--- src/rtl/stage_data_tx.sv ---
// stage_data_tx: 16-entry FIFO feeding gap-free, fst-flagged bursts to the stage input port
module stage_data_tx #(
   parameter int DEPTH_LOG2 = 4,
   parameter int DATA_W     = 32
) (
   input  logic                  clk,
   input  logic                  reset,
   input  logic [DATA_W-1:0]     in_data,
   input  logic                  in_vld,
   output logic                  in_rdy,
   input  logic [2:0]            burst_length,
   input  logic                  enable,
   output logic [DATA_W-1:0]     st_data,
   output logic                  st_data_vld,
   output logic                  st_data_fst,
   input  logic                  st_data_rdy,
   output logic [DEPTH_LOG2:0]   fifo_level,
   output logic [11:0]           burst_count,
   output logic                  busy
);
   localparam int CW = DEPTH_LOG2 + 2;
   localparam logic [DEPTH_LOG2:0] FULL = (DEPTH_LOG2 + 1)'(1 << DEPTH_LOG2);
   typedef enum logic {IDLE, SEND} state_t;
   state_t state, state_nxt;
   logic [DATA_W-1:0] mem [1 << DEPTH_LOG2];
   logic [DEPTH_LOG2-1:0] wr_ptr, rd_ptr;
   logic [2:0] beat_cnt, len_q;
   logic push, pop, last_beat, start_ok, cont_ok;
   logic [CW-1:0] need, avail_after;
   assign in_rdy      = fifo_level != FULL;
   assign push        = in_vld & in_rdy;
   assign pop         = st_data_vld & st_data_rdy;
   assign last_beat   = pop & (beat_cnt == len_q);
   assign need        = CW'(burst_length) + CW'(1);
   // words left once this cycle's pop and push land; decides back-to-back bursts
   assign avail_after = {1'b0, fifo_level} - CW'(1) + CW'(push);
   assign start_ok    = enable & ({1'b0, fifo_level} >= need);
   assign cont_ok     = enable & (avail_after >= need);
   // state register
   always_ff @(posedge clk or posedge reset)
      if (reset) state <= IDLE;
      else       state <= state_nxt;
   // next state: a burst only starts when all of its words are already buffered
   always_comb
      state_nxt = (state == IDLE) ? (start_ok ? SEND : IDLE) : ((last_beat && !cont_ok) ? IDLE : SEND);
   // outputs decoded from state; data forced to zero when not valid
   always_comb begin
      st_data_vld = state == SEND;
      busy        = state == SEND;
      st_data_fst = (state == SEND) && (beat_cnt == 3'd0);
      st_data     = (state == SEND) ? mem[rd_ptr] : '0;
   end
   // FIFO storage is deliberately left unreset
   always_ff @(posedge clk)
      if (push) mem[wr_ptr] <= in_data;
   // pointers, occupancy, beat tracking and burst counter
   always_ff @(posedge clk or posedge reset)
      if (reset) begin
         wr_ptr      <= '0;
         rd_ptr      <= '0;
         fifo_level  <= '0;
         beat_cnt    <= '0;
         len_q       <= '0;
         burst_count <= '0;
      end else begin
         if (push) wr_ptr <= wr_ptr + DEPTH_LOG2'(1);
         if (pop) rd_ptr <= rd_ptr + DEPTH_LOG2'(1);
         fifo_level <= fifo_level + (DEPTH_LOG2 + 1)'(push) - (DEPTH_LOG2 + 1)'(pop);
         if ((state == IDLE && start_ok) || (last_beat && cont_ok)) len_q <= burst_length;
         if (state == IDLE || last_beat) beat_cnt <= '0;
         else if (pop) beat_cnt <= beat_cnt + 3'd1;
         if (last_beat) burst_count <= burst_count + 12'd1;
      end
endmodule

--- config.mk ---
export PLATFORM = sky130hd
export DESIGN_NAME = stage_data_tx
export DESIGN_NICKNAME = d
export VERILOG_FILES = /design/src/rtl/stage_data_tx.sv
export SDC_FILE = /design/constraint.sdc
export NUM_CORES = 1
export LEC_CHECK = 0
export CAP_MARGIN = 20
export CORE_ASPECT_RATIO = 0.8
export CORE_MARGIN = 4
export CORE_UTILIZATION = 40
export CTS_BUF_LIST = sky130_fd_sc_hd__clkbuf_4
export DETAILED_ROUTE_END_ITERATION = 10
export GPL_TIMING_DRIVEN = 0
export PLACE_DENSITY = 0.56
export REMOVE_ABC_BUFFERS = 1
export SYNTH_ARGS = -nofsm -noshare
export SYNTH_HDL_FRONTEND = slang
export SYNTH_SLANG_ARGS = --single-unit
--- constraint.sdc ---
create_clock -name clk -period 8.85 [get_ports clk]
set_input_delay 1.77 -clock clk [delete_from_list [all_inputs] [get_ports clk]]
set_output_delay 1.77 -clock clk [all_outputs]
set_load 0.02 [all_outputs]
Fig. 1: run 1, metal layers overlaid
Scale: 2 px per µm. Two of the layers only.
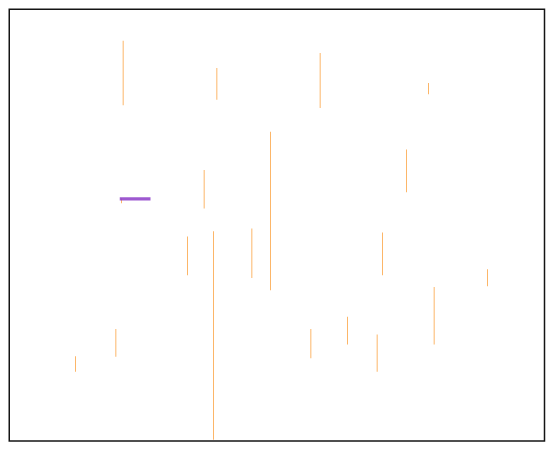
| layer | colour | wire length |
|---|---|---|
| metal 4 | orange | 474 µm |
| metal 5 | purple | 13.8 µm |
overall global routing resource usage: 16.9%
vias post-DR: 10.8k
routed wire length per instance: 23.2 µm
WL final: 47.8 mm

Fig. 2: run 1, register map, names as in the netlist
Scale: 2 px per µm. Other sequential cells in the stronger grey, the rest of the logic in the fainter grey.
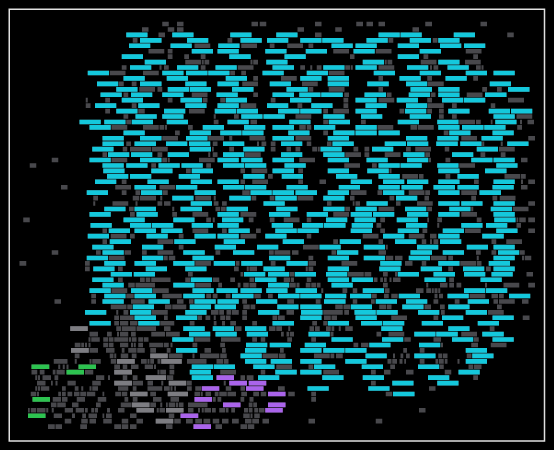
| signal | colour | placed flops | where |
|---|---|---|---|
| `burst_count` | purple | 12 | bottom middle |
| `fifo_level` | green | 5 | bottom left |
| `mem` | cyan | 512 | widely spread |
not coloured: 15
final core area utilization: 48.1%
proportion of cell area occupied by registers: 63.8%

Fig. 3: run 1, met4 routing
Scale: 2 px per µm. Supply wires on this layer in grey.
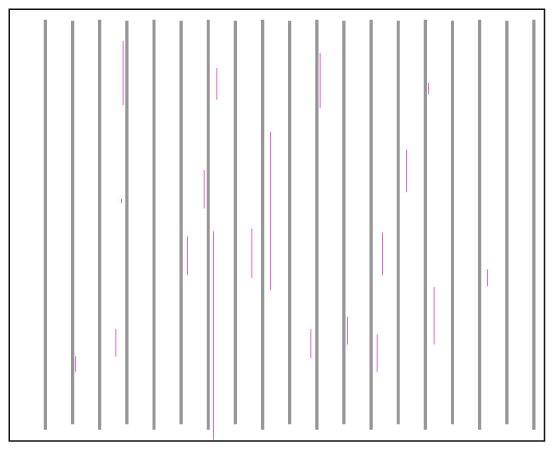
longest straight run: 104 µm
wire length on this layer: 474 µm

==> run 1: state kept, by name, indices dropped and copies added, names as in the netlist <==
name	flops
mem	512
burst_count	12
fifo_level	5
rd_ptr	4
wr_ptr	4
beat_cnt	3
len_q	3
busy	1
==> run 1: layer usage <==
layer / track usage, % / up-vias / share of wire, %
li1: - / 4834 / -
met1: 24.4 / 5599 / 46
met2: 25.8 / 322 / 47
met3: 4.65 / 47 / 5.8
met4: 4.12 / 2 / 0.99
met5: 0 / - / 0.027
==> run 1: critical path: stages (launching register included) <==
cell and delay, ns:
sky130_fd_sc_hd__dfrtp_4 0.91, sky130_fd_sc_hd__inv_1 0.61, sky130_fd_sc_hd__nor2_4 0.89, sky130_fd_sc_hd__a22oi_1 0.19
sky130_fd_sc_hd__nand2_1 0.20, sky130_fd_sc_hd__clkdlybuf4s50_1 0.64
==> run 1: worst min path at each step <==
stage / to / slack (ns) / cells after the start
5_1_grt: burst_count[11] / 0.51 / 1
3_3_place_gp: burst_count[11] / 0.46 / 1
4_1_cts: burst_count[6] / 0.50 / 1
2_1_floorplan: rd_ptr[3] / 0.47 / 1
3_5_place_dp: burst_count[11] / 0.48 / 1
6_report: burst_count[6] / 0.49 / 1
==> run 1: cells by family after synthesis <==
logic type,Yosys count
AOI/OAI and AO/OA,100
xor gates and xnor gates,28
adders and majority gates,29
buffers and inverters,77
DFF,544
muxes,155
and+or+nand+nor,118
==> run 1: layout make-up <==
cell class | count | area share (%)
Sequential cell | 544 | 63.8
Multi-Input combinational cell | 430 | 19.6
Timing Repair Buffer | 137 | 6.21
Clock buffer | 206 | 6.10
Tap cell | 693 | 3.42
Clock inverter | 25 | 0.494
Inverter | 24 | 0.355
Antenna cell | 1 | 0.00987
==> results.txt, run 1 <==
Implementation results.

The cell with the most instances after synthesis is sky130_fd_sc_hd__edfxtp_1. In this run the maximum-capacitance check reported violations numbering 0. The area fraction in mux cells is between 10 and 15%. The CTS log lists the clock sinks for this run as 544.

For the completed layout, the total cell area is recorded as 25400 µm². The via count of the first global-routing pass is about 11k. The post-synthesis average cell area is roughly 20 µm².

The sequential share of the synthesized area is roughly 75%. The largest buffer count on any clock path is 3. For reference, full adder, half adder and majority cells occupy under 10% of the area reported after synthesis. The area share of and/or/nand/nor cells after synthesis is roughly 2.8%. The type of element capturing the critical path is an output pin.

Yosys attributes the largest share of cell area to sky130_fd_sc_hd__edfxtp_1 (72%), sky130_fd_sc_hd__mux4_2 (12%), sky130_fd_sc_hd__dfrtp_1 (3.7%), sky130_fd_sc_hd__ha_1 (1.6%), sky130_fd_sc_hd__a22oi_1 (1.6%). For this run, the detailed router's first-pass iteration total came to 5. The area of all sequential standard cells is approximately 16000 µm².

The number of flip-flops and latches in the synthesized netlist is ~540. The fraction of registers with async set/reset is 5.88%. For the worst min-delay path, the startpoint reported by OpenROAD is burst_count[6]. The CTS H-tree depth is 4.

The top cell type's share of synthesized area is between 70% and 80%. The source-to-sink clock delay at the later pin of the worst-skew pair is just over 0.8 ns. The kind of critical path is flip-flop to output pin. The largest part of the power goes to registers. The end of the critical path is st_data[0]. The script extracted a net switching power of about 2.7 mW.

After legalization and detailed placement, the total HPWL measured 28.4 mm. Warnings reported by Yosys during synthesis add up to 0. The violation tally from detailed-route iteration zero is about 900.

In this run, CTS created clock tree buffers numbering between 100 and 150. Setup repair after global routing left no endpoint under its margin. The setup slack on the worst flop-to-flop path is 5.18 ns. The run finished with clean final reports. By instance count after routing, the leading logic cell types are sky130_fd_sc_hd__edfxtp_1 (512), sky130_fd_sc_hd__clkbuf_4 (206), sky130_fd_sc_hd__mux4_2 (110).

The number of placed cells counting well taps is roughly 1.8k. The total leakage power is 8.53 nW. The share of total power dissipated in combinational logic is 34.0%. The clock group share of total power is between 20% and 30%. The clock period minus final worst setup slack is 6.06 ns. The power report lists cell-internal power as between 5 and 6 mW. The kind of path behind the tightest hold check is flip-flop to flip-flop. Timing analysis after detailed placement gives a worst setup slack of approximately 3.5 ns. The die width is 267 µm.

For reference, the clock transition at the flip-flops on the worst setup and hold paths is 0.06 ns. The synthesized netlist was found by Yosys to have roughly 1.1k cells. The CTS tree is yes. The layout net count is 1346. The number of antenna violations at the first check in global routing came to 2.

The headroom to the max-slew limit is 24.4%. The final timing report lists a max-slew violation count of 0. IR analysis of the VDD net gives a maximum drop of 214 µV.

Total power normalized to cell area comes to between 300 and 400 nW/µm². The wire length of the first global-routing pass is between 70 and 80 mm. The initialized floorplan defines approximately 75 standard-cell rows. The flow reports an fmax of about 0.17 GHz. The depth of the most critical reg-to-reg path is 14. In this run, the synthesized area fraction spent on xor and xnor cells is recorded as 1.14%.

Setup violations remaining at the end of the flow were counted as 0. The cell type contributing the most total cell area after synthesis is sky130_fd_sc_hd__edfxtp_1. The area share of and-or/or-and cells after synthesis is under 10%. Setup slack on the critical path of the routed design comes to 2.79 ns. The leftover overflow at the end of global routing is 0. The main logic family after synthesis is multiplexers.

Once detail routing completed, the nets flagged for antenna violations numbered 0. Once placement finished, the instance area stood at about 24000 µm². The worst hold slack across all endpoints is between 0.4 and 0.5 ns. The maximum number of pins on one net before global-route repair is ~51.

The share of final-layout standard cells stronger than drive strength 1 is a little under a third. The maximum fanout encountered on the critical timing path is between 40 and 50. Once layout is complete, the cells apart from fillers number 2060. The routed design shows a via density per instance of ~5.2. The critical path endpoint has a required time of 7.08 ns. The die is roughly 220 µm tall. The share of the core area taken by cells at floorplan is between 40% and 50%. The worst-case clock skew is approximately 0.053 ns. Per report_power, the sequential group accounts for around two fifths of the total.

In the final timing run, aggregate negative setup slack is 0 ns. In this run the critical register-to-register path is captured at len_q[2]. The floorplan step defined a die boundary enclosing 57400 µm². The total of cells resized after clock tree synthesis is 0. The detailed-route DRC error count is 0. The number of synthesized flops with an enable pin is roughly 500.
## Run 2: what changed since run 1
PLACE_DENSITY = 0.58   (was 0.56)
clock period = 5.5 ns   (was 8.85 ns; I/O delays follow)
==> results.txt, run 2 <==
Implementation results.

The fraction of registers with async set/reset is a little under 6%. The effective utilization at floorplan is roughly two fifths. For met3 alone, demand over resource in global routing was 4.29%. In the layout the commonest cells are sky130_fd_sc_hd__edfxtp_1 (512), sky130_fd_sc_hd__clkbuf_4 (198), sky130_fd_sc_hd__mux4_2 (110). The main area contributors are sky130_fd_sc_hd__edfxtp_1 (72%), sky130_fd_sc_hd__mux4_2 (12%), sky130_fd_sc_hd__dfrtp_1 (3.7%), sky130_fd_sc_hd__ha_1 (1.6%), sky130_fd_sc_hd__a22oi_1 (1.6%).

The clock period minus final worst setup slack is about 5.2 ns. The first global-routing pass estimated about 71 mm of wire. The violation tally from detailed-route iteration zero is approximately 810. The leftover overflow at the end of global routing is 0. During synthesis, Yosys emitted a total of 0 warnings.

Per the OpenROAD floorplan log, the height of the die is approximately 220 µm. The flip-flop count of the largest register after layout is about 500. The final core utilization is a little under half.

Of all cell types, the one taking the most synthesized area is sky130_fd_sc_hd__edfxtp_1. In the final layout, the registers with the most flip-flops are mem (512), burst_count (12), fifo_level (5). The maximum number of pins on one net before global-route repair is between 50 and 60. The maximum VDD drop is 351 µV. The number of flip-flops and latches in the synthesized netlist is 544. The largest register by flop count is mem. The fmax is about 0.19 GHz. For the worst-skew pair, the clock arrives at the later sink with an insertion delay of around 0.82 ns. The clock-pin slew reported for the worst setup and hold paths after clock tree synthesis is 0.07 ns.

The type of element capturing the critical path is an output pin. The total of cells resized after clock tree synthesis is 0. The worst setup path is of the flip-flop to output pin kind. After routing, the total negative slack on setup checks comes to 0 ns. Nets still carrying antenna violations after routing amount to 0. Per the post-synthesis stats, the area per cell is approximately 20 µm². The final HPWL from detailed placement is 27.6 mm. CTS saw ~540 sinks. The layout net count is about 1.3k. The report lists the cells along the critical path as buf_16 -> inv_1 -> nor2_4 -> a22oi_1 -> nand2_1 -> clkdlybuf4s50_1. Setup repair after global routing left no endpoint under its margin. The kind of cell adding the most delay to the critical path is buffers and inverters.

Summed over its instances, the top area cell type makes up a little under three quarters of the synthesized netlist area. Looking at the clock tree report, the H-tree level count equals 4. The CTS tree is yes. The yosys stat cell total is between 1k and 1.5k. The post-route netlist has between 20% and 30% of its cells at a drive strength greater than 1.

The number of CTS-inserted buffers is 139. The die width is ~270 µm. The number of antenna violations at the first check in global routing is 3. The wire length on met1 is 21.6 mm. Clock skew on the completed layout was measured at 0.0457 ns. The min-delay analysis places its worst path in the category flip-flop to flip-flop. The required time at the worst endpoint is listed as 4.40 ns. Summing the sequential cell areas from Yosys gives between 70% and 80% of the chip area. The leakage component of the power was reported as about 8.5 nW.

The via count of the first global-routing pass came to 11.4k. The headroom to the max-slew limit is a little under a quarter. The pre-antenna-repair detailed-routing pass consisted of 4 iterations. The detailed-routed wire length on met3 is roughly 2.6 mm.

The total power density per cell area is slightly above 500 nW/µm². The detailed-route DRC error count is 0. The number of vias per cell after detailed routing is approximately 5.3. The met2 track demand over resource in global routing is 25.9%. The highest metal layer used by the detailed router is met5. The per-cell routed wire length is 23.0 µm.

The slowest stage cell on the critical path is sky130_fd_sc_hd__dfrtp_4. The number of endpoints failing setup at the final stage is 0. The final tally of max-slew violations is 0. The flow ran to the end, and the final reports show no timing, DRC or antenna violations. In the global route stage, overall resource usage came out at about 17%. The number of placement rows is between 70 and 80.
[run 2: cell counts after synthesis]
No cell type changed its count.
[run 2: power by group]
part | switching [mW] | internal [mW] | total [mW]
logic | 2.41 | 2.07 | 4.49
clock network | 1.51 | 1.73 | 3.25
registers | 0.388 | 5.01 | 5.40
[run 2: metrics by stage]
stage	worst slack, ns	area [µm²]	cells	hold slack (ns)
after global routing	0.0129	25300	2057	0.513
after floorplan	-2.29	21100	998	0.472
after detailed placement	0.828	23600	1826	0.471
after CTS	0.0881	25300	2056	0.482
after global placement	-5.64	22900	1783	0.461
final	0.260	25300	2058	0.479
[run 2: path summary, 6_finish.rpt]
kind | from | to | slack, ns | depth (start not counted)
worst max-delay path | rd_ptr[1] | st_data[20] | 0.26 | 6
worst min-delay path | burst_count[11] | burst_count[11] | 0.48 | 1
worst max register to register | fifo_level[2] | len_q[1] | 1.88 | 14
worst min register to register | burst_count[11] | burst_count[11] | 0.48 | 1
max in group asynchronous | reset | rd_ptr[0] | 4.31 | 3
min in group asynchronous | reset | burst_count[11] | 0.65 | 2
[run 2: final cells by class]
class                   instances  area (µm²)  area share (%)
inverters                      24        90.1           0.356
well taps                     693         867            3.43
diodes                          2        5.00          0.0198
flip-flops and latches        544       16200            64.0
repair buffers                135        1520            6.02
clock inverters                31         170           0.673
clock buffers                 198        1490            5.88
multi-input cells             431        4960            19.6
[run 2: cells by family (layout without fill, tap and decap cells)]
kind of cell / count (synthesis) / count (layout) / share of synthesized area, %
mux: 155 / 155 / 13.8
compound gates: 100 / 100 / 3.21
buf+inv: 77 / 388 / 1.86
xor+xnor: 28 / 28 / 1.14
simple gates: 118 / 119 / 2.82
other cells: 0 / 2 / 0
flops: 544 / 544 / 75.4
fa+ha+maj: 29 / 29 / 1.73
Fig. 4: run 2, met1 routing
Scale: 2 px per µm. Supply wires on this layer in grey. Cells faint in the background.
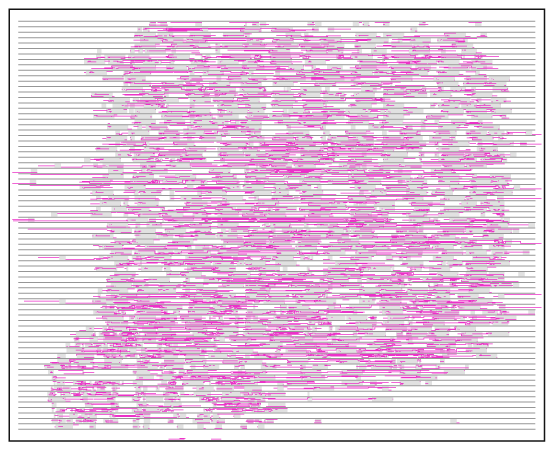
wire length on this layer: 21.6 mm
longest straight run: 70.8 µm
nets with wire on the layer: 1282
share of all routed wire: 46%
main direction: horizontal
WL final: 47.4 mm
vias post-DR: 10.8k
M1 GR Usage: 23.9%

## Run 3: what changed since run 2
==> constraint.sdc (replaced) <==
create_clock -name clk -period 5.5 [get_ports clk]
set_input_delay 1.375 -clock clk [delete_from_list [all_inputs] [get_ports clk]]
set_output_delay 1.375 -clock clk [all_outputs]
set_load 0.02 [all_outputs]
==> results.txt, run 3 <==
Implementation results.

The most critical hold endpoint after final layout shows a slack of between 0.4 and 0.5 ns. Total global-route track usage over all layers is about 17%. Per STA, the worst path is made up of nand2_1 -> nor2_2 -> a22oi_1 -> nand2_1 -> clkdlybuf4s50_1. Total power normalized to cell area comes to ~520 nW/µm². The area share of and/or/nand/nor cells after synthesis is about 2.8%. The fmax is around 0.19 GHz. Yosys mapped a number of flops with a built-in enable equal to a little over 500. Per the synth log, the flip-flop and latch total comes to about 540. The combinational cell area excluding buffers and inverters is between 4000 and 5000 µm². The number of CTS-inserted buffers is between 100 and 150.

Counting cells, the worst reg-to-reg path comes to 14. Counting buffers and inverters, the worst setup path is 5 cells deep. The total via count after detailed routing is ~11k. The top cell types in the final layout, fill and taps aside, are sky130_fd_sc_hd__edfxtp_1 (512), sky130_fd_sc_hd__clkbuf_4 (198), sky130_fd_sc_hd__mux4_2 (110).

The number of endpoints failing setup at the final stage is 0. Sorting the synthesis cell report by count puts at the top sky130_fd_sc_hd__edfxtp_1. The number of max-cap violations is 0. The total negative slack for setup checks is 0 ns. The die is ~270 µm wide. Per the post-run analysis, buffers plus inverters along the critical path come to 1.

At the later pin of the worst-skew pair, clock insertion delay measures slightly above 0.8 ns. Looking at area per cell type in the netlist, the leader is sky130_fd_sc_hd__edfxtp_1. The dominant cell type by count on the critical path is sky130_fd_sc_hd__nand2_1. The worst-case clock skew is between 0.04 and 0.05 ns. The slowest stage cell on the critical path is sky130_fd_sc_hd__nor2_2. After detailed routing, the average wire length per cell comes to 23.2 µm.

The largest buffer count on any clock path is 3. The required arrival time at the worst endpoint is around 4.1 ns. The via count of the first global-routing pass is 11.5k. Setup slack on the worst reg-to-reg path comes out at about 1.9 ns. The final timing report lists a max-slew violation count of 0. The wire length of the first global-routing pass is 71.7 mm.

The clock net sink count is roughly 540. Ranked by total cell area, the synthesized netlist is headed by sky130_fd_sc_hd__edfxtp_1 (72%), sky130_fd_sc_hd__mux4_2 (12%), sky130_fd_sc_hd__dfrtp_1 (3.7%), sky130_fd_sc_hd__ha_1 (1.6%), sky130_fd_sc_hd__a22oi_1 (1.6%). Per the synthesis report, the single largest cell type by area occupies just over 70% of cell area.

The routed design has slightly below 50 mm of wire. The analysis reports a worst IR drop on VDD of 313 µV. The CTS tree is yes. Counting tap cells, the placed design contains a total of about 1.8k instances.

The detail route stage leaves a number of antenna-violating nets equal to 0. The number of antenna violations at the first check in global routing came to 3. The final cell count without fillers is slightly above 2k. In this run the tightest slew margin relative to its limit is 35.8%.

The clock period minus final worst setup slack is around 5.3 ns. In the final design database the tool counted approximately 1.4k nets. The kind of path behind the tightest hold check is flip-flop to flip-flop. The first detailed-routing pass ran for 5 iterations. The maximum fanout encountered on the critical timing path is 13. The synthesis warning total is 0. Of all flip-flops after synthesis, the portion carrying an async set or reset was 5.88%.

The number of vias per cell after detailed routing is 5.24. The effective utilization at floorplan is between 40% and 50%. Setup repair after global routing left no endpoint under its margin.

After detailed routing, the number of remaining DRC violations is 0. The final HPWL from detailed placement is ~28 mm. The kind of critical path is flip-flop to output pin. The worst hold path depth is 1.

The main logic family after synthesis is multiplexers. The flow ran to the end, and the final reports show no timing, DRC or antenna violations. The die span in y is 215 µm. The analysis attributes to cell leakage a power of approximately 8.6 nW. Summing the areas of all xor and xnor instances in the mapped netlist gives under 10% of the synthesized area. The clock-pin slew reported for the worst setup and hold paths after clock tree synthesis is roughly 0.07 ns. The adder-cell area share of the yosys netlist is under 10%. According to the floorplan report, the total die area is about 57000 µm². The first routing iteration left 762 violations. Per STA, the highest per-stage delay on the worst path measures about 0.96 ns. In this run the core area contains roughly 75 standard-cell rows. Measured against the total synthesized area, the mux share comes to between 10 and 15%.

The register with the most flip-flops in the layout has between 500 and 600 of them. The register with the most flip-flops in the final layout is mem.
==> run 3: timing repair <==
action,CTS,global route
gates cloned,2,1
hold buffers,0,0
endpoints found under the hold margin,0,0
pin swaps,2,1
endpoints found under the setup margin,22,11
resized,2,0
setup buffers,4,2
==> run 3: cell type report <==
type,count,area share (%)
sequential,544,63.7
multi-input combinational,433,19.6
timing repair buffer,142,6.44
clock buffer,198,5.85
tap,693,3.41
clock inverter,31,0.669
inverter,24,0.354
antenna,2,0.0197
==> run 3: power by group <==
group	switching (mW)	total, mW	internal (mW)
Combinational	2.55	4.72	2.16
Clock	1.51	3.25	1.73
Sequential	0.307	5.32	5.01
==> run 3: cell families after synthesis <==
logic type,Yosys count
fa+ha+maj,29
xor+xnor,28
buf+inv,77
compound gates,100
simple gates,118
flops,544
mux,155
==> run 3: through the flow <==
step / setup WS, ns / instance area, µm²
floorplan: -2.57 / 21100
finish: 0.217 / 25400
global route: 0.0363 / 25400
global placement: -5.92 / 22900
CTS: 0.00913 / 25400
detailed placement: 0.553 / 23600
==> run 3: worst paths after layout <==
| path | start | to |
|---|---|---|
| min | burst_count[11] | burst_count[11] |
| max in group asynchronous | reset | rd_ptr[1] |
| min in group asynchronous | reset | burst_count[11] |
| min reg2reg | burst_count[11] | burst_count[11] |
| max reg2reg | fifo_level[2] | len_q[1] |
| max | busy | st_data[8] |
==> run 3: routing by layer <==
layer  GRT usage, %  wire length, µm
met1           23.8            21800
met3           4.29             2620
met5              0                8
met2           26.4            23100
met4           4.49              490
Fig. 5: run 3, register map, names as in the netlist
Scale: 2 px per µm. Other sequential cells in the stronger grey, the rest of the logic in the fainter grey.
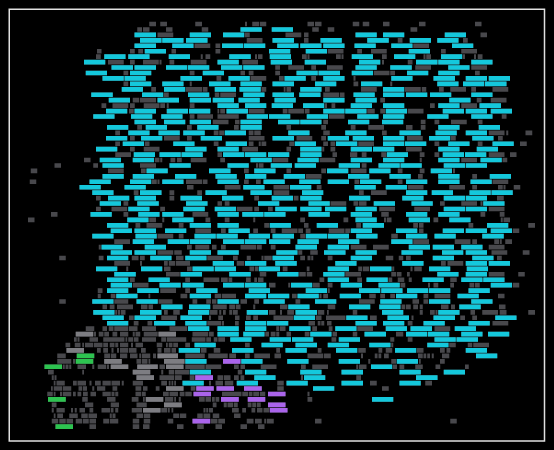
| signal | colour | placed flops |
|---|---|---|
| `fifo_level` | green | 5 |
| `mem` | cyan | 512 |
| `burst_count` | purple | 12 |
not coloured: 15
sequential group power: 5.32 mW
Register Area: 16200 µm²
final core area utilization: 48.2%
proportion of cell area occupied by registers: 63.7%

Power is estimated from default activity; no workload was simulated.
